## config.mk

```make
export PLATFORM = sky130hd
export DESIGN_NAME = newspaper_vend_ctrl
export DESIGN_NICKNAME = d
export VERILOG_FILES = /design/src/rtl/vend_pkg.sv /design/src/rtl/coin_edge_detect.sv /design/src/rtl/newspaper_vend_ctrl.sv
export SDC_FILE = /design/constraint.sdc
export NUM_CORES = 1
export LEC_CHECK = 0
export ABC_AREA = 1
export CAP_MARGIN = 20
export CORE_AREA = 8 8 45 47
export CTS_CLUSTER_DIAMETER = 200
export CTS_CLUSTER_SIZE = 16
export DETAILED_ROUTE_END_ITERATION = 10
export DIE_AREA = 0 0 53 55
export SETUP_SLACK_MARGIN = 0.05
export SLEW_MARGIN = 20
export SYNTH_ARGS = -nofsm -noshare
export SYNTH_HDL_FRONTEND = slang
export SYNTH_HIERARCHICAL = 1
export SYNTH_SLANG_ARGS = --single-unit
```

## constraint.sdc

```tcl
create_clock -name clock -period 1 [get_ports clock]
set_input_delay 0.2 -clock clock [delete_from_list [all_inputs] [get_ports clock]]
set_output_delay 0.2 -clock clock [all_outputs]
set_load 0.05 [all_outputs]
```

## src/rtl/vend_pkg.sv

```systemverilog
// Shared types and constants for the newspaper vending controller.
package vend_pkg;

  localparam int unsigned COIN_W  = 2;
  localparam int unsigned STATE_W = 2;
  localparam int unsigned PRICE   = 15;

  // Coin-acceptor codes; 2'b11 is an invalid code and never credits.
  localparam logic [COIN_W-1:0] COIN_NONE = 2'b00;
  localparam logic [COIN_W-1:0] COIN_5    = 2'b01;
  localparam logic [COIN_W-1:0] COIN_10   = 2'b10;

  // Credit states; DISP is the one-cycle sale state.
  typedef enum logic [STATE_W-1:0] {
    S0   = 2'd0,
    S5   = 2'd1,
    S10  = 2'd2,
    DISP = 2'd3
  } state_t;

endpackage

```

## src/rtl/coin_edge_detect.sv

```systemverilog
// Turns the level coin code into single-cycle insert pulses: a valid code
// counts only when the previous sample was idle (00).
module coin_edge_detect
  import vend_pkg::*;
(
  input  logic [COIN_W-1:0] coin,
  input  logic              clock,
  input  logic              reset,
  output logic              ins5,
  output logic              ins10
);

  logic [COIN_W-1:0] prev_q;

  // Previous-sample register; an 11 sample also blocks the next insert.
  always_ff @(posedge clock or posedge reset) begin
    if (reset) prev_q <= COIN_NONE;
    else       prev_q <= coin;
  end

  // Insert pulses, evaluated against the value sampled at the coming edge.
  assign ins5  = (prev_q == COIN_NONE) && (coin == COIN_5);
  assign ins10 = (prev_q == COIN_NONE) && (coin == COIN_10);

endmodule

```

## src/rtl/newspaper_vend_ctrl.sv

```systemverilog
// Newspaper vending controller: accumulates 5c/10c inserts and strobes the
// dispenser for one clock once 15c or more is credited. Overpay is forfeited.
module newspaper_vend_ctrl
  import vend_pkg::*;
(
  input  logic [COIN_W-1:0] coin,
  input  logic              clock,
  input  logic              reset,
  output logic              newspaper
);

  state_t state_q;
  state_t state_d;
  logic   ins5;
  logic   ins10;

  coin_edge_detect u_edge (
    .coin  (coin),
    .clock (clock),
    .reset (reset),
    .ins5  (ins5),
    .ins10 (ins10)
  );

  // State and strobe registers; reset discards any accumulated credit.
  always_ff @(posedge clock or posedge reset) begin
    if (reset) begin
      state_q   <= S0;
      newspaper <= 1'b0;
    end else begin
      state_q   <= state_d;
      newspaper <= (state_d == DISP);
    end
  end

  // Next-state logic; an insert seen while in DISP credits the next sale.
  always_comb begin
    state_d = state_q;
    unique case (state_q)
      S0: begin
        if (ins5)       state_d = S5;
        else if (ins10) state_d = S10;
      end
      S5: begin
        if (ins5)       state_d = S10;
        else if (ins10) state_d = DISP;
      end
      S10: begin
        if (ins5 || ins10) state_d = DISP;
      end
      DISP: begin
        if (ins5)       state_d = S5;
        else if (ins10) state_d = S10;
        else            state_d = S0;
      end
      default: state_d = S0;
    endcase
  end

endmodule

```

### The metal 1 layer

The bar under the picture is 20 µm long. Supply wires on this layer in grey.
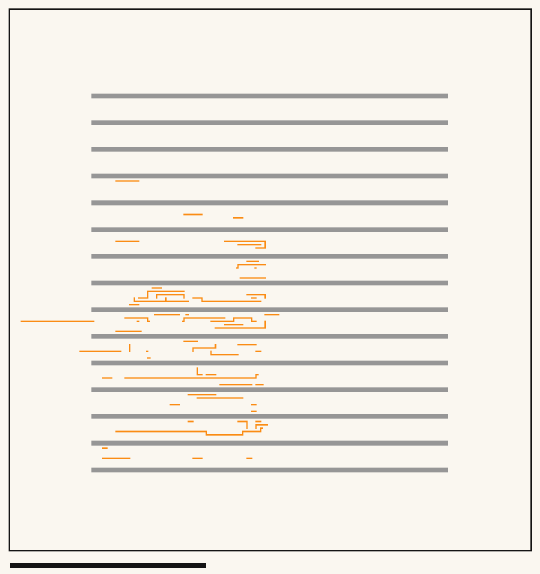
The layer holds 36% of the routed length. The wires run mostly horizontal. 40 nets have wire on it.

### The metal 2 layer

The bar under the picture is 20 µm long.
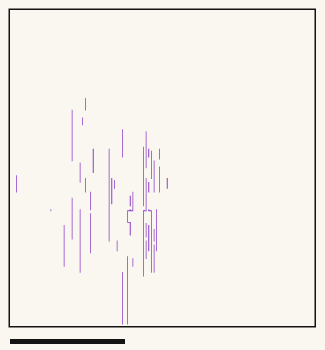
The longest straight run is 16.0 µm. 35 nets have wire on it. The layer holds 50% of the routed length. The wires run mostly vertical. The layer carries 211 µm of wire.

### M3 wires

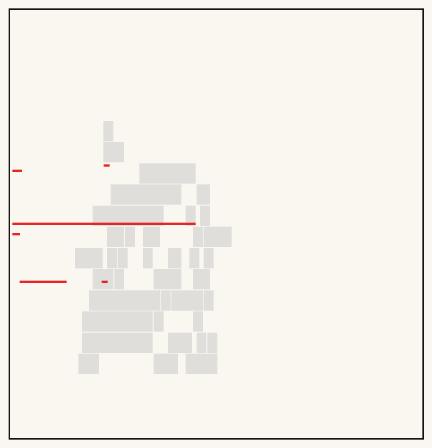
The wires run mostly horizontal. The layer holds 7.3% of the routed length. 4 nets have wire on it.

### Routing congestion

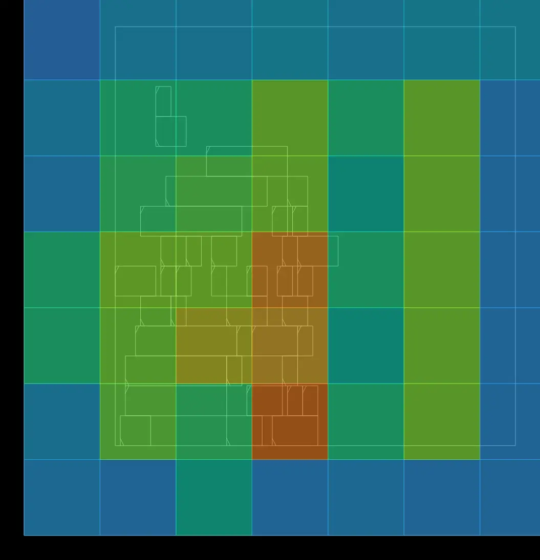
met3 usage: 1.604%
GRT Max-Usage Layer: met4
GRT Overall Usage: 3.456%
Core Util, Final: 25.32%
M1 GR Usage: 2.458%

### Clock wires, drivers and flops

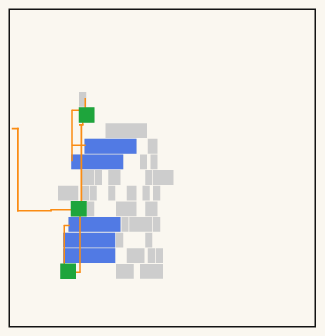
Blue marks flip-flops, count 5. Orange marks clock wires, length 80.2 µm. Green marks clock-net drivers, count 3.
There are 4 routed clock nets.

==> impl_metrics.csv <==
group,metric,value,unit
setup_path,slowest_delay,360,ps
finish,mostFrequentLayoutCell,"inv_1",
pwr,power.density,2165,nW/µm²
status,status,"completed",
run,tool_warnings,28,
setup_path,critical-path-top-delay-family,"flip-flops",
run,cap_violations,0,
logic_synthesis,ys_seq_share,53.48,%
clock_network,numCtsBuffers,3,
finish,diodes,0,
drt,routed_wl,424,µm
placement,port_buffers,4,
logic_synthesis,ys_sh_adder,0,%
finish,largestClassByArea,"sequential cells",
setup_path,worstSetupPathType,"reg -> reg",
logic_synthesis,yosys_register_bits,5,
logic_synthesis,synthesis.area,234.0,µm²
global_route,overflow,0,
drt,drt-met1-wl,152,µm
drt,wl_met2,211,µm
timing,max_freq,1002,MHz
finish,area_delta_synth_final,49.73,%
pwr,pwr-share-comb,31.1,%
clock_network,post_cts_buffers,0,
setup_path,startpoint,"u_edge/prev_q[1]$_DFF_PP0_",
pwr,pg_seq,0.000299,W
finish,comb_area_share,25.71,%
finish,seqCellArea,125.1,µm²
global_route,grtUsageMet2,4.492,%
die,row_count,14,
global_route,grt_pass1_vias,183,
timing,min_period_over_period,99.82,%
timing,whs,141.1,ps
pwr,comb_power,0.000236,W
logic_synthesis,yosys_area,234.0,µm²
clock_network,hold_buffers,0,
logic_synthesis,compound_area_share,2.139,%
placement,dpl_cell_area,304.0,µm²
pwr,powerClk,0.000224,W
drt,wl_per_cell,7.852,µm
finish,bufAreaShareNonClock,13.57,%
logic_synthesis,async_flop_share,100.0,%
placement,gp_congestion,0.7303,
setup_path,r2r_start,"u_edge/prev_q[1]$_DFF_PP0_",
timing,fin_skew,2.841,ps
die,fp.coreArea,1384,µm²
Power figures rest on the tool's default switching activity, not on a simulated workload.
